run_1/congestion.png
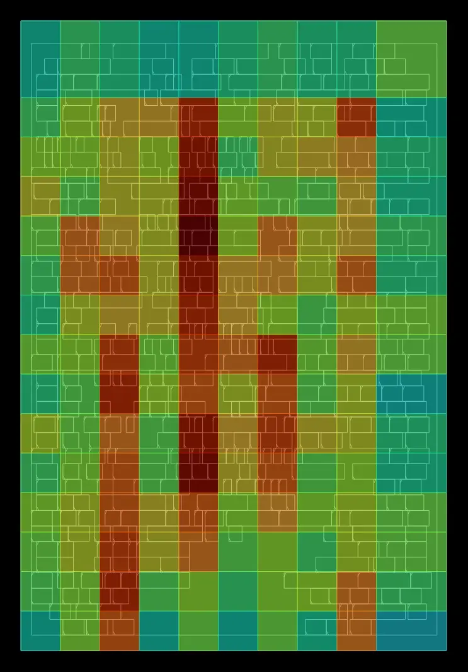
run_1/detail.png
Window x 22 to 52, y 18 to 48 um. Cells in grey, sequential cells in the stronger grey; small squares are vias.
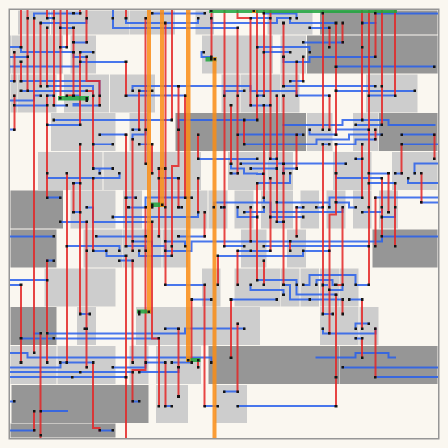
run_1/logic_types.png
(4 px per um)
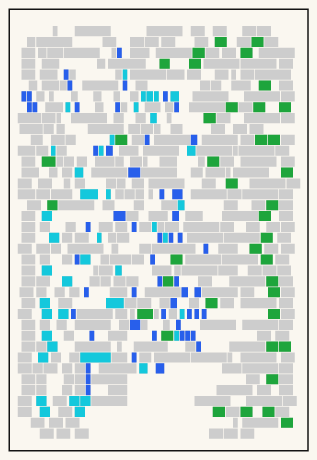
run_1/metal_density.png
(3 px per um) 15 x 22 tiles, from white (low) to dark blue (high), scaled to the fullest tile. Values are wire area over tile area, all layers added.
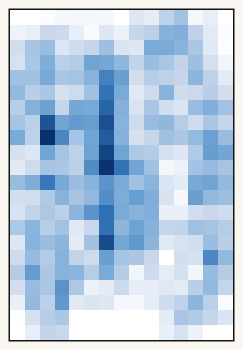
===== config.mk =====
export PLATFORM = sky130hd
export DESIGN_NAME = johnson_counter_scheduler_flat
export DESIGN_NICKNAME = d
export VERILOG_FILES = /design/src/rtl/johnson_counter_scheduler_if.sv /design/src/rtl/johnson_counter_scheduler.sv /design/src/flat_wrapper.sv
export SDC_FILE = /design/constraint.sdc
export NUM_CORES = 1
export LEC_CHECK = 0
export ABC_AREA = 0
export CAP_MARGIN = 10
export CORE_ASPECT_RATIO = 1.5
export CORE_MARGIN = 1.5
export CORE_UTILIZATION = 45
export DETAILED_ROUTE_END_ITERATION = 6
export GPL_TIMING_DRIVEN = 1
export PLACE_DENSITY_LB_ADDON = 0.12
export SETUP_SLACK_MARGIN = 0.3
export SLEW_MARGIN = 20
export SYNTH_ARGS = -nofsm -noshare
export SYNTH_HDL_FRONTEND = slang
export SYNTH_SLANG_ARGS = --single-unit

===== constraint.sdc =====
create_clock -name Clk_In -period 4.1 [get_ports Clk_In]
set_input_delay 0.82 -clock Clk_In [delete_from_list [all_inputs] [get_ports Clk_In]]
set_output_delay 0.82 -clock Clk_In [all_outputs]
set_load 0.01 [all_outputs]

===== src/rtl/johnson_counter_scheduler_if.sv =====
// Requester-side bus of the Johnson counter scheduler.
//   Req_In     : level request per requester, held until its Done_Out pulse
//   Steps_In   : per-requester shift count, requester i at [i*STEP_W +: STEP_W]
//   Grant_Out  : one-hot owner of the counter, zero when idle
//   Done_Out   : one-cycle completion pulse to the owner
//   Err_Out    : one-cycle pulse with Done_Out when the run timed out
//   Result_Out : counter value captured at end of run
//   Busy_Out   : scheduler not idle
// master = requester side, slave = scheduler side.
interface johnson_counter_scheduler_if #(
    parameter int NUM_REQ = 4,
    parameter int STEP_W  = 8
);
    logic [NUM_REQ-1:0]        Req_In;
    logic [NUM_REQ*STEP_W-1:0] Steps_In;
    logic [NUM_REQ-1:0]        Grant_Out;
    logic [NUM_REQ-1:0]        Done_Out;
    logic                      Err_Out;
    logic [31:0]               Result_Out;
    logic                      Busy_Out;

    modport master (
        output Req_In, Steps_In,
        input  Grant_Out, Done_Out, Err_Out, Result_Out, Busy_Out
    );

    modport slave (
        input  Req_In, Steps_In,
        output Grant_Out, Done_Out, Err_Out, Result_Out, Busy_Out
    );
endinterface


===== src/rtl/johnson_counter_scheduler.sv =====
// Round-robin scheduler that lends one external 32-bit Johnson counter to
// NUM_REQ requesters. Each granted requester gets the counter cleared,
// started, shifted exactly Steps times, stopped, and the final value
// returned in Result_Out.
// Ports:
//   Clk_In         : rising-edge clock
//   tb_Reset_In    : asynchronous active-high reset
//   bus            : requester bus (slave modport)
//   Ctr_Reset_Out  : counter reset (high during and one edge after reset)
//   Ctr_Enable_Out : counter enable, follows Busy_Out
//   Ctr_Start_Out  : counter start pulse
//   Ctr_Stop_Out   : counter stop pulse
//   Ctr_Running_In : counter running flag
//   Ctr_Count_In   : counter value
module johnson_counter_scheduler #(
    parameter int NUM_REQ = 4,
    parameter int STEP_W  = 8,
    parameter int TIMEOUT = 8
) (
    input  logic        Clk_In,
    input  logic        tb_Reset_In,
    johnson_counter_scheduler_if.slave bus,
    output logic        Ctr_Reset_Out,
    output logic        Ctr_Enable_Out,
    output logic        Ctr_Start_Out,
    output logic        Ctr_Stop_Out,
    input  logic        Ctr_Running_In,
    input  logic [31:0] Ctr_Count_In
);

    localparam int IDX_W = (NUM_REQ > 1) ? $clog2(NUM_REQ) : 1;
    localparam int TMR_W = $clog2(TIMEOUT + 1);

    typedef enum logic [2:0] {
        IDLE, ARB, CLEAR, START, WAIT_RUN, RUN, WAIT_STOP, DONE
    } state_t;

    state_t             state_q, state_d;
    logic [IDX_W-1:0]   rr_ptr_q, owner_q, arb_idx;
    logic               arb_found;
    logic [NUM_REQ-1:0] arb_gnt, owner_gnt;
    logic [STEP_W-1:0]  steps_q, shift_cnt_q, completed;
    logic [TMR_W-1:0]   tmr_q;
    logic               tmr_expired, stop_hit;
    logic               err_q, ctr_rst_q;
    logic [31:0]        result_q;
    int unsigned        cand;

    // Round-robin search starting at rr_ptr_q.
    always_comb begin
        arb_found = 1'b0;
        arb_idx   = '0;
        cand      = 0;
        for (int unsigned k = 0; k < NUM_REQ; k++) begin
            cand = (32'(rr_ptr_q) + k) % NUM_REQ;
            if (!arb_found && bus.Req_In[IDX_W'(cand)]) begin
                arb_found = 1'b1;
                arb_idx   = IDX_W'(cand);
            end
        end
    end

    always_comb begin
        arb_gnt   = arb_found ? (NUM_REQ'(1) << arb_idx) : '0;
        owner_gnt = NUM_REQ'(1) << owner_q;
    end

    // The edge that ends the WAIT_RUN cycle already performs the first
    // shift, so the completed count is 0 there and the Stop decision for
    // a single-step run is taken in WAIT_RUN itself.
    always_comb begin
        completed   = (state_q == RUN) ? shift_cnt_q : '0;
        stop_hit    = Ctr_Running_In
                      && ((state_q == RUN) || (state_q == WAIT_RUN))
                      && (completed == steps_q - STEP_W'(1));
        tmr_expired = (tmr_q == TMR_W'(TIMEOUT - 1));
    end

    always_comb begin
        state_d = state_q;
        unique case (state_q)
            IDLE:      if (|bus.Req_In) state_d = ARB;
            ARB:       state_d = arb_found ? CLEAR : IDLE;
            CLEAR:     state_d = (steps_q == '0) ? DONE : START;
            START:     state_d = WAIT_RUN;
            WAIT_RUN: begin
                if (Ctr_Running_In)   state_d = stop_hit ? WAIT_STOP : RUN;
                else if (tmr_expired) state_d = DONE;
            end
            RUN:       if (stop_hit) state_d = WAIT_STOP;
            WAIT_STOP: if (!Ctr_Running_In || tmr_expired) state_d = DONE;
            DONE:      state_d = IDLE;
            default:   state_d = IDLE;
        endcase
    end

    always_comb begin
        bus.Grant_Out  = '0;
        bus.Done_Out   = '0;
        bus.Err_Out    = 1'b0;
        bus.Busy_Out   = (state_q != IDLE);
        bus.Result_Out = result_q;
        if (state_q == ARB)
            bus.Grant_Out = arb_gnt;
        else if (state_q != IDLE)
            bus.Grant_Out = owner_gnt;
        if (state_q == DONE) begin
            bus.Done_Out = owner_gnt;
            bus.Err_Out  = err_q;
        end
        Ctr_Enable_Out = (state_q != IDLE);
        Ctr_Start_Out  = (state_q == START);
        Ctr_Stop_Out   = stop_hit;
        Ctr_Reset_Out  = ctr_rst_q || (state_q == CLEAR);
    end

    always_ff @(posedge Clk_In or posedge tb_Reset_In) begin
        if (tb_Reset_In) begin
            state_q     <= IDLE;
            rr_ptr_q    <= '0;
            owner_q     <= '0;
            steps_q     <= '0;
            shift_cnt_q <= '0;
            tmr_q       <= '0;
            err_q       <= 1'b0;
            result_q    <= '0;
            ctr_rst_q   <= 1'b1;
        end else begin
            state_q   <= state_d;
            ctr_rst_q <= 1'b0;
            tmr_q     <= (state_d != state_q) ? '0 : tmr_q + TMR_W'(1);

            if (state_q == ARB && arb_found) begin
                owner_q <= arb_idx;
                steps_q <= bus.Steps_In[int'(arb_idx)*STEP_W +: STEP_W];
                err_q   <= 1'b0;
            end

            if (state_q == CLEAR && steps_q == '0)
                result_q <= 32'h0000_0001;

            if (state_q == WAIT_RUN) begin
                if (Ctr_Running_In)   shift_cnt_q <= STEP_W'(1);
                else if (tmr_expired) err_q <= 1'b1;
            end

            if (state_q == RUN && Ctr_Running_In)
                shift_cnt_q <= shift_cnt_q + STEP_W'(1);

            if (state_q == WAIT_STOP && (!Ctr_Running_In || tmr_expired)) begin
                result_q <= Ctr_Count_In;
                if (Ctr_Running_In) err_q <= 1'b1;
            end

            if (state_q == DONE)
                rr_ptr_q <= (owner_q == IDX_W'(NUM_REQ - 1)) ? '0 : owner_q + IDX_W'(1);
        end
    end

endmodule


===== src/flat_wrapper.sv =====
// flat-port wrapper written by rule: the top's interface ports become plain ports
module johnson_counter_scheduler_flat 
#(
    parameter int NUM_REQ = 4,
    parameter int STEP_W  = 8,
    parameter int TIMEOUT = 8
)
  (Clk_In, tb_Reset_In, Ctr_Reset_Out, Ctr_Enable_Out, Ctr_Start_Out, Ctr_Stop_Out, Ctr_Running_In, Ctr_Count_In, bus_Req_In, bus_Steps_In, bus_Grant_Out, bus_Done_Out, bus_Err_Out, bus_Result_Out, bus_Busy_Out);
  johnson_counter_scheduler_if #(.NUM_REQ(NUM_REQ), .STEP_W(STEP_W)) bus_i ();
  input  logic Clk_In;
  input  logic tb_Reset_In;
  output logic Ctr_Reset_Out;
  output logic Ctr_Enable_Out;
  output logic Ctr_Start_Out;
  output logic Ctr_Stop_Out;
  input  logic Ctr_Running_In;
  input  logic [31:0] Ctr_Count_In;
  input wire logic [$bits(bus_i.Req_In)-1:0] bus_Req_In;
  input wire logic [$bits(bus_i.Steps_In)-1:0] bus_Steps_In;
  output wire logic [$bits(bus_i.Grant_Out)-1:0] bus_Grant_Out;
  output wire logic [$bits(bus_i.Done_Out)-1:0] bus_Done_Out;
  output wire logic [$bits(bus_i.Err_Out)-1:0] bus_Err_Out;
  output wire logic [$bits(bus_i.Result_Out)-1:0] bus_Result_Out;
  output wire logic [$bits(bus_i.Busy_Out)-1:0] bus_Busy_Out;
  assign bus_i.Req_In = bus_Req_In;
  assign bus_i.Steps_In = bus_Steps_In;
  assign bus_Grant_Out = bus_i.Grant_Out;
  assign bus_Done_Out = bus_i.Done_Out;
  assign bus_Err_Out = bus_i.Err_Out;
  assign bus_Result_Out = bus_i.Result_Out;
  assign bus_Busy_Out = bus_i.Busy_Out;
  johnson_counter_scheduler #(.NUM_REQ(NUM_REQ), .STEP_W(STEP_W), .TIMEOUT(TIMEOUT)) u_core (.Clk_In(Clk_In), .tb_Reset_In(tb_Reset_In), .bus(bus_i), .Ctr_Reset_Out(Ctr_Reset_Out), .Ctr_Enable_Out(Ctr_Enable_Out), .Ctr_Start_Out(Ctr_Start_Out), .Ctr_Stop_Out(Ctr_Stop_Out), .Ctr_Running_In(Ctr_Running_In), .Ctr_Count_In(Ctr_Count_In));
endmodule

==> impl_metrics.csv, run 1 <==
group,metric,value,unit
global_routing,met1_usage,24.8,%
setup_path,worst_path_top_cell_family_by_delay,"buffers and inverters",
global_routing,grt_overflow_total,0,
layout,final_net_count,533,
global_routing,largest_net_degree_at_the_start_of_global_routing,39,
clock_tree,clk_transition_reported_paths,0.06,ns
die,floorplan.die_area,8180,um2
global_routing,grt_pass1_wl,13.7,mm
setup_path,cp-endpoint,"Ctr_Stop_Out",
route,ant_nets,0,
timing,slew_headroom,31.1,%
power,power-top-group,"combinational cells",
clock_tree,cts.hold.buffers_added,0,
place,placedInstanceArea,4650,um2
synthesis,flop_cell,"sky130_fd_sc_hd__dfrtp_1",
clock_tree,cts.root.buffer_cell,"sky130_fd_sc_hd__clkbuf_8",
synthesis,synth_sequential_area_ratio,44.5,%
synthesis,asyncSetResetFlopFracSynth,100,%
power,pwr_density_cell,664,nW/um2
clock_tree,tritoncts,"done",
timing,fin_skew,0.00491,ns
synthesis,flops_latches_synth,61,
setup_path,critical_r2r_launch,"u_core.steps_q[2]$_DFFE_PP0P_",
synthesis,synth_cell_type_count,59,
hold_path,min_from,"u_core.tmr_q[0]$_DFF_PP0_",
power,leakage_power,2.15,nW
place,placedCellCount,544,
setup_path,timing.rr.end,"u_core.bus.Result_Out[31]$_DFFE_PP0P_",
power,report.power.total,3.25,mW
die,num_io_pins,117,
synthesis,avgSynthCellArea,9.96,um2
power,swShare,38.0,%
setup_path,cell_breakdown_of_the_critical_path,"inv_1, ha_1, nor3b_2, xnor2_1, mux2i_1, a32o_2, and3_1, clkdlybuf4s50_1",
job,stage_log_warnings,30,
layout,layout.filler_cells,641,
global_routing,grt_antenna_before_repair,0,
timing,rsz_0062_raised_after_global_routing,"yes",
global_routing,vias_in_the_first_global_route,3024,
synthesis,xor_share,3.24,%
setup_path,worst_setup_path_start_kind,"flop",
place,gp_congestion,0.810,
route,detailedRoute.firstIterationViolations,136,
power,power_attributed_to_sequential_cells,1.07,mW
status,result_of_the_run,"finished, final reports clean",
power,power.clock.total,0.549,mW
die,die_width,74.3,um
synthesis,ys_sh_mux,2.11,%
power,comb_cell_power,1.63,mW
place,place.detailed.hpwl,6.51,mm
die,std_cell_rows,38,
timing,finalHoldViolations,0,
global_routing,globalRoute.busiestLayer,"met2",
timing,report.final.slew_viol_count,0,
clock_tree,worst_skew_pair.late_latency,0.34,ns
timing,tns,0,ns
layout,layout_top_cell,"sky130_fd_sc_hd__clkdlybuf4s50_1",
place,port-buffer-count,116,
power,internal-power,2.01,mW
die,dieHeight,110,um
setup_path,timing.critical_path.required,3.28,ns
timing,actual_slew_at_the_worst_max_slew_pin,1.03,ns
setup_path,critPathCaptureType,"output port",
layout,drive_above_1_share,9.78,%
clock_tree,numClockSinks,61,
power,vdd_ir_drop_max,0.000440,V
layout,number_of_flip_flops_under_the_largest_register_name,32,
route,avgViaCountPerCell,5.47,
power,power.net_switching,1.23,mW
-- congestion.png (at the start) --
grt met3 use: 5.91%
fraction of met2 tracks used by global routing: 37.0%
total global-route track usage: 22.1%
detailed-route wire length per cell: 15.3 um
final core utilization: 66.9%

-- detail.png (at the start) --
Key: blue = metal 1; green = metal 3; orange = metal 4; red = metal 2
Netlist names of flops here include u_core.shift_cnt_q (6), u_core.steps_q (1). 65 logic cells have their middle in the window. Sequential cells in the window: 7. Most frequent: nand2_1 (15), dfrtp_1 (6), o31ai_1 (4).

-- logic_types.png (at the start) --
Key: cyan = nor cells [cells 41, most used nor3b_1]; green = non-inverting ao/oa cells [cells 39, most used a22o_1]; blue = nand cells [cells 54, most used nand2_1]

-- metal_density.png (at the start) --
7.3% of the tiles are nearly empty. The mean over all tiles is 0.17. The fullest tile reaches 0.55. 14% of the tiles are over half the peak. The densest ninth of the die: centre.
detailed-route via count: 3063
detailed-route wire length: 8.59 mm

## run 1: worst min path at each step
stage / endpoint / slack (ns)
2_1_floorplan: u_core.tmr_q[0]$_DFF_PP0_ / 0.43
3_3_place_gp: u_core.tmr_q[0]$_DFF_PP0_ / 0.46
3_5_place_dp: u_core.tmr_q[0]$_DFF_PP0_ / 0.47
4_1_cts: u_core.tmr_q[0]$_DFF_PP0_ / 0.48
5_1_grt: u_core.tmr_q[0]$_DFF_PP0_ / 0.51
6_report: u_core.tmr_q[0]$_DFF_PP0_ / 0.48
## run 1: final cells by class
cell class | instances | area [um2] | area share (%)
multi-input cells | 245 | 1740 | 35.6
inverters | 12 | 45.0 | 0.920
repair buffers | 126 | 1250 | 25.5
clock inverters | 1 | 30.0 | 0.613
clock buffers | 15 | 176 | 3.60
flip-flops and latches | 61 | 1530 | 31.2
well taps | 100 | 125 | 2.56
## run 1: Yosys cell counts (2+ instances only)
cell type / n / share of area [%]
sky130_fd_sc_hd__nor3b_1: 17 / 3.7
sky130_fd_sc_hd__a31oi_1: 3 / 0.55
sky130_fd_sc_hd__xnor2_1: 4 / 1.0
sky130_fd_sc_hd__or2_2: 2 / 0.36
sky130_fd_sc_hd__mux2i_1: 5 / 1.5
sky130_fd_sc_hd__o21ai_0: 10 / 1.5
sky130_fd_sc_hd__o211ai_1: 2 / 0.44
sky130_fd_sc_hd__xor2_1: 6 / 1.5
sky130_fd_sc_hd__nand3b_1: 2 / 0.44
sky130_fd_sc_hd__nand2_1: 43 / 4.7
sky130_fd_sc_hd__o41ai_1: 5 / 1.3
sky130_fd_sc_hd__buf_4: 3 / 0.66
sky130_fd_sc_hd__and3_1: 4 / 0.73
sky130_fd_sc_hd__inv_1: 12 / 1.3
sky130_fd_sc_hd__ha_1: 7 / 2.5
sky130_fd_sc_hd__buf_2: 5 / 0.73
sky130_fd_sc_hd__nand3_1: 6 / 0.87
sky130_fd_sc_hd__a21oi_1: 6 / 0.87
sky130_fd_sc_hd__a211oi_1: 16 / 3.5
sky130_fd_sc_hd__and2_1: 7 / 1.3
sky130_fd_sc_hd__nor2b_1: 2 / 0.36
sky130_fd_sc_hd__o21bai_1: 2 / 0.44
sky130_fd_sc_hd__buf_1: 3 / 0.33
sky130_fd_sc_hd__clkbuf_1: 12 / 1.3
sky130_fd_sc_hd__nor3_1: 4 / 0.58
sky130_fd_sc_hd__a311oi_1: 3 / 0.77
sky130_fd_sc_hd__nor2_1: 14 / 1.5
sky130_fd_sc_hd__dfrtp_1: 60 / 44
sky130_fd_sc_hd__nand4b_1: 2 / 0.51
sky130_fd_sc_hd__a21o_1: 2 / 0.44
sky130_fd_sc_hd__a22o_1: 33 / 8.4
sky130_fd_sc_hd__buf_6: 4 / 1.3
sky130_fd_sc_hd__o31ai_1: 12 / 2.6
sky130_fd_sc_hd__mux2_2: 2 / 0.66
## run 1: stage by stage
| step | util [%] | hold WS (ns) |
|---|---|---|
| floorplan | - | 0.432 |
| detailed placement | 63.5 | 0.470 |
| CTS | 66.6 | 0.478 |
| global placement | 63.5 | 0.458 |
| global route | 66.9 | 0.513 |
| finish | 66.9 | 0.480 |
==> run 2, diff against run 1 <==
--- a/config.mk
+++ b/config.mk
@@ -10,7 +10,9 @@
 export CORE_ASPECT_RATIO = 1.5
 export CORE_MARGIN = 1.5
 export CORE_UTILIZATION = 45
+export CTS_CLUSTER_DIAMETER = 120
 export DETAILED_ROUTE_END_ITERATION = 6
+export GPL_ROUTABILITY_DRIVEN = 0
 export GPL_TIMING_DRIVEN = 1
 export PLACE_DENSITY_LB_ADDON = 0.12
 export SETUP_SLACK_MARGIN = 0.3
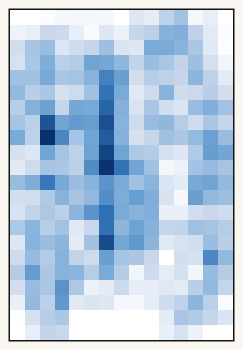
run_2/metal_density.png
(3 px per um) 15 x 22 tiles, from white (low) to dark blue (high), scaled to the fullest tile. Values are wire area over tile area, all layers added.

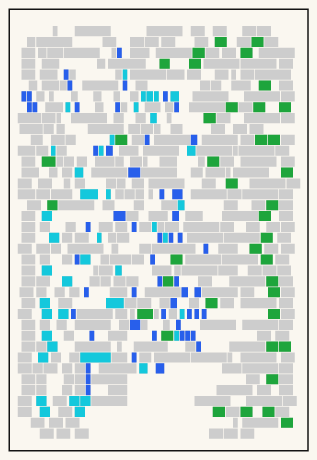
run_2/logic_types.png
(4 px per um)
Key: green = non-inverting ao/oa cells [cells 39, most used a22o_1]; cyan = nor cells [cells 41, most used nor3b_1]; blue = nand cells [cells 54, most used nand2_1]

==> impl_metrics.csv, run 2 <==
group,metric,value,unit
die,floorplan.die_area,8180,um2
power,leakage_power,2.15,nW
setup_path,timing.critical_path.required,3.28,ns
power,swShare,38.0,%
synthesis,synth_sequential_area_ratio,44.5,%
route,ant_nets,0,
route,via_count,3063,
timing,hold_slack,0.480,ns
die,num_io_pins,117,
synthesis,flop_cell,"sky130_fd_sc_hd__dfrtp_1",
power,power.net_switching,1.23,mW
clock_tree,cts.root.buffer_cell,"sky130_fd_sc_hd__clkbuf_8",
layout,final_net_count,533,
global_routing,largest_net_degree_at_the_start_of_global_routing,39,
timing,fin_skew,0.00491,ns
power,report.power.total,3.25,mW
global_routing,grt_usage,22.1,%
place,placedInstanceArea,4650,um2
timing,finalHoldViolations,0,
synthesis,synth_cell_type_count,59,
place,place.detailed.hpwl,6.51,mm
layout,number_of_flip_flops_under_the_largest_register_name,32,
status,result_of_the_run,"finished, final reports clean",
synthesis,synth_dominant_cell_count,"sky130_fd_sc_hd__dfrtp_1",
layout,layout_top_cell,"sky130_fd_sc_hd__clkdlybuf4s50_1",
die,std_cell_rows,38,
setup_path,critPathCaptureType,"output port",
synthesis,asyncSetResetFlopFracSynth,100,%
synthesis,netlist.area_leader.share,43.7,%
global_routing,vias_in_the_first_global_route,3024,
layout,multiInputGateArea,1740,um2
power,internal-power,2.01,mW
power,vdd_ir_drop_max,0.000440,V
setup_path,critical_r2r_launch,"u_core.steps_q[2]$_DFFE_PP0P_",
synthesis,common_cells,"sky130_fd_sc_hd__dfrtp_1 (60), sky130_fd_sc_hd__nand2_1 (43), sky130_fd_sc_hd__a22o_1 (33), sky130_fd_sc_hd__nor3b_1 (17), sky130_fd_sc_hd__a211oi_1 (16)",
timing,tns,0,ns
job,stage_log_warnings,30,
route,route.detailed.wl_per_inst,15.3,um
clock_tree,numClockSinks,61,
setup_path,worst_setup_path_start_kind,"flop",
route,avgViaCountPerCell,5.47,
place,port-buffer-count,116,
power,pwr_density_cell,664,nW/um2
synthesis,flops_latches_synth,61,
clock_tree,clk_transition_reported_paths,0.06,ns
clock_tree,worst_skew_pair.late_latency,0.34,ns
layout,drive_above_1_share,9.78,%
hold_path,min_from,"u_core.tmr_q[0]$_DFF_PP0_",
synthesis,avgSynthCellArea,9.96,um2
timing,actual_slew_at_the_worst_max_slew_pin,1.03,ns
-- run 2: cell counts in the layout (fill, tap and decap cells not counted) --
No cell type changed its count.
-- run 2: power groups by stage --
| stage | clock, mW | combinational [mW] | sequential (mW) |
|---|---|---|---|
| after floorplan | 0 | 0.969 | 1.08 |
| after global placement | 0 | 1.58 | 1.06 |
| after detailed placement | 0 | 1.61 | 1.07 |
| after CTS | 0.566 | 1.65 | 1.07 |
| after global routing | 0.593 | 1.79 | 1.11 |
| final | 0.549 | 1.63 | 1.07 |
-- run 2: timing repair --
| item | CTS | global route |
|---|---|---|
| buffers inserted | 0 | 0 |
| hold buffers | 0 | 0 |
| endpoints found under the setup margin | 3 | 4 |
| gates resized | 6 | 6 |
| hold endpoints to repair | 0 | 0 |
-- run 2: critical path: stages, from the launching register on --
cell and delay (ns):
sky130_fd_sc_hd__dfrtp_2 0.47, sky130_fd_sc_hd__inv_1 0.10, sky130_fd_sc_hd__ha_1 0.28, sky130_fd_sc_hd__nor3b_2 0.22
sky130_fd_sc_hd__xnor2_1 0.18, sky130_fd_sc_hd__mux2i_1 0.21, sky130_fd_sc_hd__a32o_2 0.23, sky130_fd_sc_hd__and3_1 0.21
sky130_fd_sc_hd__clkdlybuf4s50_1 0.54
-- run 2: worst max-delay path by stage --
stage,to,slack [ns],cells after the start
finish,Ctr_Stop_Out,0.48,8
global route,Ctr_Stop_Out,0.28,8
CTS,bus_Grant_Out[1],0.33,6
detailed placement,bus_Grant_Out[1],0.24,6
global placement,Ctr_Stop_Out,0.33,7
floorplan,bus_Grant_Out[1],1.14,6
-- run 2: cell families after synthesis --
group	Yosys count	synth area share [%]
AND-OR/OR-AND	105	23.8
XOR/XNOR	11	3.24
adder cells (fa/ha/maj)	7	2.55
buffers and inverters	39	5.65
flip-flops	61	44.5
multiplexers	7	2.11
other	1	0.109
AND/OR/NAND/NOR	114	18.0
-- run 2: layer usage --
layer | vias to the layer above | global-route usage, %
met1 | 1428 | 24.8
met3 | 25 | 5.91
li1 | 1493 | -
met2 | 117 | 37.0
met4 | 0 | 12.9
met5 | - | 0
-- run 2: area by class of cell --
type,count,share of cell area (%)
Timing Repair Buffer,126,25.5
Sequential cell,61,31.2
Clock buffer,15,3.60
Inverter,12,0.920
Clock inverter,1,0.613
Multi-Input combinational cell,245,35.6
Tap cell,100,2.56
-- run 2: stage by stage --
step / instances / utilization (%) / setup WS [ns]
floorplan: 345 / - / 1.14
CTS: 560 / 66.6 / 0.329
global placement: 544 / 63.5 / 0.331
global route: 560 / 66.9 / 0.280
detailed placement: 544 / 63.5 / 0.235
finish: 560 / 66.9 / 0.478
No activity file was given, so power comes from the tool's default toggle rates.
